**Metal 1**

Scale bar: 100 µm. Supply wires on this layer in grey.
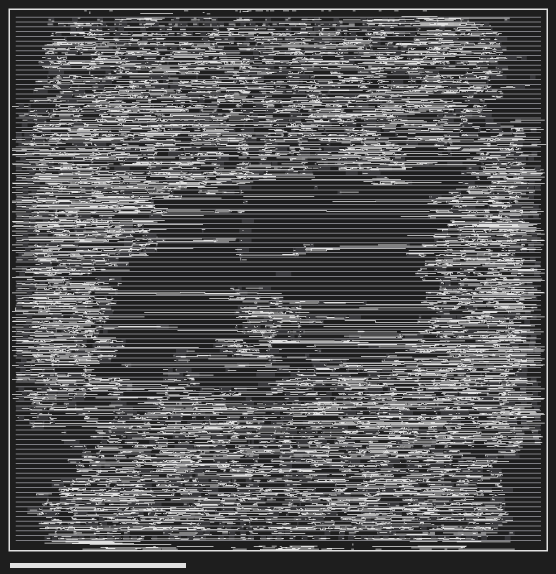
**Met2 routing**

Scale bar: 100 µm.
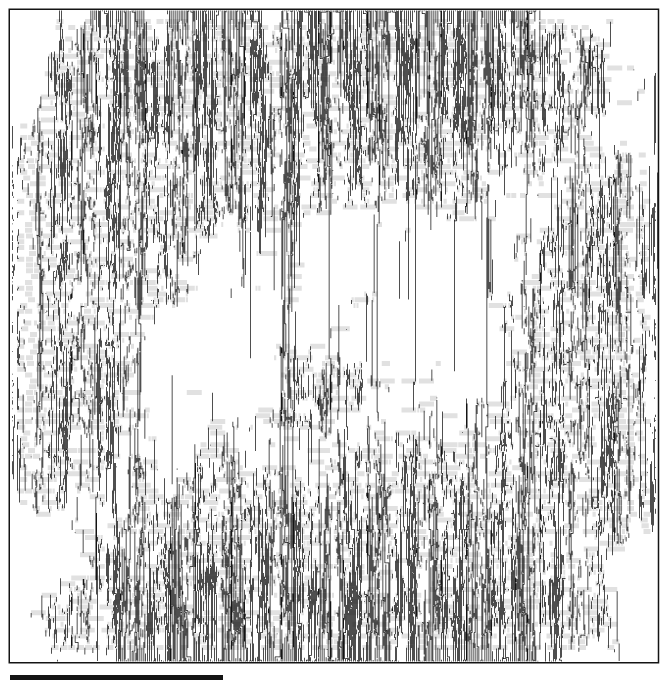
## config.mk

```make
export PLATFORM = sky130hd
export DESIGN_NAME = systolic_operand_feeder_os
export DESIGN_NICKNAME = d
export VERILOG_FILES = /design/src/rtl/systolic_operand_feeder_os_pkg.sv /design/src/rtl/systolic_operand_feeder_os_feeder_skew_lane.sv /design/src/rtl/systolic_operand_feeder_os.sv
export SDC_FILE = /design/constraint.sdc
export NUM_CORES = 1
export LEC_CHECK = 0
export ABC_AREA = 1
export CELL_PAD_IN_SITES_DETAIL_PLACEMENT = 0
export CELL_PAD_IN_SITES_GLOBAL_PLACEMENT = 1
export CORE_AREA = 3 3 301 303
export CTS_CLUSTER_SIZE = 12
export DETAILED_ROUTE_END_ITERATION = 8
export DIE_AREA = 0 0 304 306
export PLACE_DENSITY = 0.73
export RECOVER_POWER = 100
export SLEW_MARGIN = 20
export SYNTH_ARGS = -nofsm -noshare
export SYNTH_HDL_FRONTEND = slang
export SYNTH_SLANG_ARGS = --single-unit
```

## constraint.sdc

```tcl
create_clock -name clk -period 2.58 [get_ports clk]
set_input_delay 0.516 -clock clk [delete_from_list [all_inputs] [get_ports clk]]
set_output_delay 0.516 -clock clk [all_outputs]
set_load 0.02 [all_outputs]
```

## src/rtl/systolic_operand_feeder_os_pkg.sv

```systemverilog
// Shared types and sizing helpers for the output-stationary systolic operand feeder.
package systolic_operand_feeder_os_pkg;

  typedef enum logic [1:0] {
    IDLE  = 2'd0,
    FEED  = 2'd1,
    FLUSH = 2'd2,
    DONE  = 2'd3
  } feeder_state_t;

  localparam int FLUSH_CYCLES = 2;

  function automatic int feed_cycles(input int k_dim, input int rows, input int cols);
    return k_dim + rows + cols - 2;
  endfunction

  // Index width that stays at least one bit wide for single-row/column arrays.
  function automatic int idx_width(input int n);
    return (n > 1) ? $clog2(n) : 1;
  endfunction

endpackage

```

## src/rtl/systolic_operand_feeder_os_feeder_skew_lane.sv

```systemverilog
// One skewed lane: selects word (n - offset) of a K_DIM-word vector when in range.
module feeder_skew_lane
  import systolic_operand_feeder_os_pkg::*;
#(
  parameter int K_DIM     = 4,
  parameter int WORD_SIZE = 16,
  parameter int CW        = 4
) (
  input  logic                       en,
  input  logic [CW-1:0]              n,
  input  logic [CW-1:0]              offset,
  input  logic [K_DIM*WORD_SIZE-1:0] vec,
  output logic [WORD_SIZE-1:0]       word,
  output logic                       valid
);

  logic [CW-1:0] diff;

  always_comb begin
    word  = '0;
    valid = 1'b0;
    diff  = n - offset;
    // diff is only meaningful once n >= offset, so wrap-around never aliases.
    if (en && (n >= offset) && (diff < CW'(K_DIM))) begin
      valid = 1'b1;
      for (int unsigned k = 0; k < K_DIM; k++) begin
        if (diff == CW'(k)) word = vec[k*WORD_SIZE +: WORD_SIZE];
      end
    end
  end

endmodule

```

## src/rtl/systolic_operand_feeder_os.sv

```systemverilog
// Diagonally skewed A/B operand feeder for an output-stationary systolic array.
// Optional RU operand mirroring is enabled by defining RU_OPERAND_TAP_EN.
module systolic_operand_feeder_os
  import systolic_operand_feeder_os_pkg::*;
#(
  parameter int ROWS      = 4,
  parameter int COLS      = 4,
  parameter int K_DIM     = 4,
  parameter int WORD_SIZE = 16,
  parameter int NUM_RU    = 4
) (
  input  logic                            clk,
  input  logic                            rst,
  input  logic                            start,
  input  logic [ROWS*K_DIM*WORD_SIZE-1:0] input_matrix,
  input  logic [K_DIM*COLS*WORD_SIZE-1:0] weight_matrix,
  output logic                            busy,
  output logic [ROWS*WORD_SIZE-1:0]       left_out,
  output logic [ROWS-1:0]                 left_valid,
  output logic [COLS*WORD_SIZE-1:0]       top_out,
  output logic [COLS-1:0]                 top_valid,
  output logic                            done
`ifdef RU_OPERAND_TAP_EN
  ,
  input  logic [NUM_RU-1:0]                      ru_enable,
  input  logic [idx_width(ROWS)*NUM_RU-1:0]      ru_row_mapping,
  input  logic [idx_width(COLS)*NUM_RU-1:0]      ru_col_mapping,
  output logic [NUM_RU*WORD_SIZE-1:0]            ru_left_out,
  output logic [NUM_RU*WORD_SIZE-1:0]            ru_top_out,
  output logic [NUM_RU-1:0]                      ru_operand_valid
`endif
);

  localparam int FEED_CYCLES = feed_cycles(K_DIM, ROWS, COLS);
  localparam int CW          = $clog2(FEED_CYCLES + 1);
  localparam int AW          = ROWS * K_DIM * WORD_SIZE;
  localparam int BW          = K_DIM * COLS * WORD_SIZE;
  localparam int VW          = K_DIM * WORD_SIZE;

  feeder_state_t state_q, state_d;
  logic [CW-1:0] n_q, n_d;
  logic [AW-1:0] a_q, a_d;
  logic [BW-1:0] b_q, b_d;

  logic                      busy_q, busy_d;
  logic                      done_q, done_d;
  logic [ROWS*WORD_SIZE-1:0] left_out_q, left_out_d;
  logic [ROWS-1:0]           left_valid_q, left_valid_d;
  logic [COLS*WORD_SIZE-1:0] top_out_q, top_out_d;
  logic [COLS-1:0]           top_valid_q, top_valid_d;

  logic feeding;
  logic [VW-1:0] col_vec [COLS];

  assign feeding = (state_q == FEED);

  always_comb begin
    state_d = state_q;
    n_d     = n_q;
    a_d     = a_q;
    b_d     = b_q;
    unique case (state_q)
      IDLE: begin
        if (start) begin
          a_d     = input_matrix;
          b_d     = weight_matrix;
          n_d     = '0;
          state_d = FEED;
        end
      end
      FEED: begin
        if (n_q == CW'(FEED_CYCLES - 1)) begin
          n_d     = '0;
          state_d = FLUSH;
        end else begin
          n_d = n_q + 1'b1;
        end
      end
      FLUSH: begin
        if (n_q == CW'(FLUSH_CYCLES - 1)) begin
          n_d     = '0;
          state_d = DONE;
        end else begin
          n_d = n_q + 1'b1;
        end
      end
      DONE: state_d = IDLE;
      default: state_d = IDLE;
    endcase
  end

  // Column c of B is strided in the flat bus; gather it into a contiguous vector.
  always_comb begin
    for (int unsigned c = 0; c < COLS; c++) begin
      col_vec[c] = '0;
      for (int unsigned k = 0; k < K_DIM; k++) begin
        col_vec[c][k*WORD_SIZE +: WORD_SIZE] = b_q[(k*COLS + c)*WORD_SIZE +: WORD_SIZE];
      end
    end
  end

  for (genvar r = 0; r < ROWS; r++) begin : g_row
    feeder_skew_lane #(.K_DIM(K_DIM), .WORD_SIZE(WORD_SIZE), .CW(CW)) u_lane (
      .en     (feeding),
      .n      (n_q),
      .offset (CW'(r)),
      .vec    (a_q[r*VW +: VW]),
      .word   (left_out_d[r*WORD_SIZE +: WORD_SIZE]),
      .valid  (left_valid_d[r])
    );
  end

  for (genvar c = 0; c < COLS; c++) begin : g_col
    feeder_skew_lane #(.K_DIM(K_DIM), .WORD_SIZE(WORD_SIZE), .CW(CW)) u_lane (
      .en     (feeding),
      .n      (n_q),
      .offset (CW'(c)),
      .vec    (col_vec[c]),
      .word   (top_out_d[c*WORD_SIZE +: WORD_SIZE]),
      .valid  (top_valid_d[c])
    );
  end

  assign busy_d = (state_q != IDLE);
  assign done_d = (state_q == DONE);

  always_ff @(posedge clk) begin
    if (rst) begin
      state_q      <= IDLE;
      n_q          <= '0;
      a_q          <= '0;
      b_q          <= '0;
      busy_q       <= 1'b0;
      done_q       <= 1'b0;
      left_out_q   <= '0;
      left_valid_q <= '0;
      top_out_q    <= '0;
      top_valid_q  <= '0;
    end else begin
      state_q      <= state_d;
      n_q          <= n_d;
      a_q          <= a_d;
      b_q          <= b_d;
      busy_q       <= busy_d;
      done_q       <= done_d;
      left_out_q   <= left_out_d;
      left_valid_q <= left_valid_d;
      top_out_q    <= top_out_d;
      top_valid_q  <= top_valid_d;
    end
  end

  assign busy       = busy_q;
  assign done       = done_q;
  assign left_out   = left_out_q;
  assign left_valid = left_valid_q;
  assign top_out    = top_out_q;
  assign top_valid  = top_valid_q;

`ifdef RU_OPERAND_TAP_EN
  localparam int RW = idx_width(ROWS);
  localparam int CLW = idx_width(COLS);

  logic [RW*NUM_RU-1:0]  ru_row_q, ru_row_d;
  logic [CLW*NUM_RU-1:0] ru_col_q, ru_col_d;
  logic [VW-1:0]         ru_avec [NUM_RU];
  logic [VW-1:0]         ru_bvec [NUM_RU];
  logic [CW-1:0]         ru_off  [NUM_RU];

  logic [NUM_RU*WORD_SIZE-1:0] ru_left_out_q, ru_left_out_d;
  logic [NUM_RU*WORD_SIZE-1:0] ru_top_out_q, ru_top_out_d;
  logic [NUM_RU-1:0]           ru_valid_q, ru_valid_d;
  logic [NUM_RU-1:0]           ru_a_valid, ru_b_valid;

  always_comb begin
    ru_row_d = ru_row_q;
    ru_col_d = ru_col_q;
    if (state_q == IDLE && start) begin
      ru_row_d = ru_row_mapping;
      ru_col_d = ru_col_mapping;
    end
  end

  always_comb begin
    for (int unsigned i = 0; i < NUM_RU; i++) begin
      ru_avec[i] = '0;
      ru_bvec[i] = '0;
      ru_off[i]  = CW'(ru_row_q[i*RW +: RW]) + CW'(ru_col_q[i*CLW +: CLW]);
      for (int unsigned r = 0; r < ROWS; r++) begin
        if (ru_row_q[i*RW +: RW] == RW'(r)) ru_avec[i] = a_q[r*VW +: VW];
      end
      for (int unsigned c = 0; c < COLS; c++) begin
        if (ru_col_q[i*CLW +: CLW] == CLW'(c)) ru_bvec[i] = col_vec[c];
      end
    end
  end

  for (genvar i = 0; i < NUM_RU; i++) begin : g_ru
    feeder_skew_lane #(.K_DIM(K_DIM), .WORD_SIZE(WORD_SIZE), .CW(CW)) u_lane_a (
      .en     (feeding && ru_enable[i]),
      .n      (n_q),
      .offset (ru_off[i]),
      .vec    (ru_avec[i]),
      .word   (ru_left_out_d[i*WORD_SIZE +: WORD_SIZE]),
      .valid  (ru_a_valid[i])
    );
    feeder_skew_lane #(.K_DIM(K_DIM), .WORD_SIZE(WORD_SIZE), .CW(CW)) u_lane_b (
      .en     (feeding && ru_enable[i]),
      .n      (n_q),
      .offset (ru_off[i]),
      .vec    (ru_bvec[i]),
      .word   (ru_top_out_d[i*WORD_SIZE +: WORD_SIZE]),
      .valid  (ru_b_valid[i])
    );
    assign ru_valid_d[i] = ru_a_valid[i] & ru_b_valid[i];
  end

  always_ff @(posedge clk) begin
    if (rst) begin
      ru_row_q      <= '0;
      ru_col_q      <= '0;
      ru_left_out_q <= '0;
      ru_top_out_q  <= '0;
      ru_valid_q    <= '0;
    end else begin
      ru_row_q      <= ru_row_d;
      ru_col_q      <= ru_col_d;
      ru_left_out_q <= ru_left_out_d;
      ru_top_out_q  <= ru_top_out_d;
      ru_valid_q    <= ru_valid_d;
    end
  end

  assign ru_left_out      = ru_left_out_q;
  assign ru_top_out       = ru_top_out_q;
  assign ru_operand_valid = ru_valid_q;
`endif

endmodule

```

==> flow_summary.toml <==
# yosys + openroad results
[synthesis]
ys_top_logic_family = "simple AND/OR/NAND/NOR gates"
yosysChipArea_mm2 = 0.0264
synth_flops = 652
synthFlopType = "dfxtp_1"
simple_gate_share_pct = 23.4
top_area_cell = "dfxtp_1"
compound_area_share_pct = 18.5
ys_top_cells_by_area = "dfxtp_1 49%, o21ai_0 13%, nor2_1 12%"
async_flop_share_pct = 0
top_cells_by_count = "874 x nor2_1, 669 x o21ai_0, 652 x dfxtp_1"
synth_cells = 3663
synth_area_per_cell_um2 = 7.21

[critical_path]
crit_family = "buffers and inverters"
cpPeakStageDelay_ns = 0.84
crit_type = "register to output port"
critPathLaunchType = "register"
cp-startpoint = "busy"
r2r_end = "top_out[56]"
regToRegStartpoint = "n_q[1]"
cp_cell_sequence = "dlygate4sd3_1"
cp_max_fo = 1
worstSetupEndpoint = "busy"

[finish]
n_all_inverters = 213
nMultiInputCombCells = 2487
sh_comb_area_pct = 30.8
nClkBuffers = 105
largest_class = "sequential cells"
final-comb-area_mm2 = 0.0113
drive_gt1_share_pct = 5.19
finalNetCount = 4697
final_area_mm2 = 0.0367
clockNetworkAreaShare_pct = 6.95
areaGrowthSynthToFinish_pct = 38.8
n_antenna_cell = 23
regArea_mm2 = 0.0131
top_regs = "a_q: 256 flops, b_q: 256 flops"

[power]
intPower_uw = 21600
p_sw_share_pct = 31.8
p_seq_share_pct = 42.3
clockPowerShare_pct = 34.8
powerComb_uw = 7240
ir_worst_vdd_uv = 530
maxPowerGroup = "registers"

[placed_design]
postPlaceCellArea_mm2 = 0.0342
io_buffers = 652
dpl.cell_count = 5254

[final_timing]
fin_tns_setup_ns = 0
worstMarginPinSlew_ns = 0.822
maxSlewHeadroom_pct = 45.2
layout_setup_ws_ns = 0.325
rsz0062_at_grt = "no"
fin_skew_ns = 0.0268
max_clock_freq_mhz = 444
hold_viol = 0
finalCritPeriodShare_pct = 87.4

[clock_tree]
post_cts_buffers = 0
clk_latency_ns = 0.62
cts_tree = "yes"
clock-root-buffer = "clkbuf_16"
clkTransAtPathRegs_ns = 0.06
numCtsBuffers = 76

[routing]
top_layer_used = "met5"
drtIter0Drc = 1644
postRouteAntennaNets = 0
dr.pass1.iters = 6
wl_per_cell_um = 19.3
vias_per_cell = 4.81

[global_routing]
grt.busiest_layer = "met2"
grt_start_max_net_pins = 141
antenna_found_initial = 27
grt_pass1_vias = 25200

[floorplanning]
core_mm2 = 0.0882
fp_util_pct = 29.9

[worst_hold_path]
whs_path_depth = 2
min_path_type = "register to register"
hp-start = "b_q[2]"

[run]
tool_warnings = 44

[outcome]
status = "complete, no violations"
Notes on 'metal 1' above:
The layer holds 45% of the routed length. 4407 nets have wire on it. The layer carries 46.5 mm of wire. The longest straight run is 85.1 µm. The wires run mostly horizontal.
Vias: 26000
final wirelength: 104000 µm
met1 usage: 28.2%

Notes on 'met2 routing' above:
The longest straight run is 106 µm. The wires run mostly vertical. The layer holds 47% of the routed length.
M2 GR Usage: 35.2%

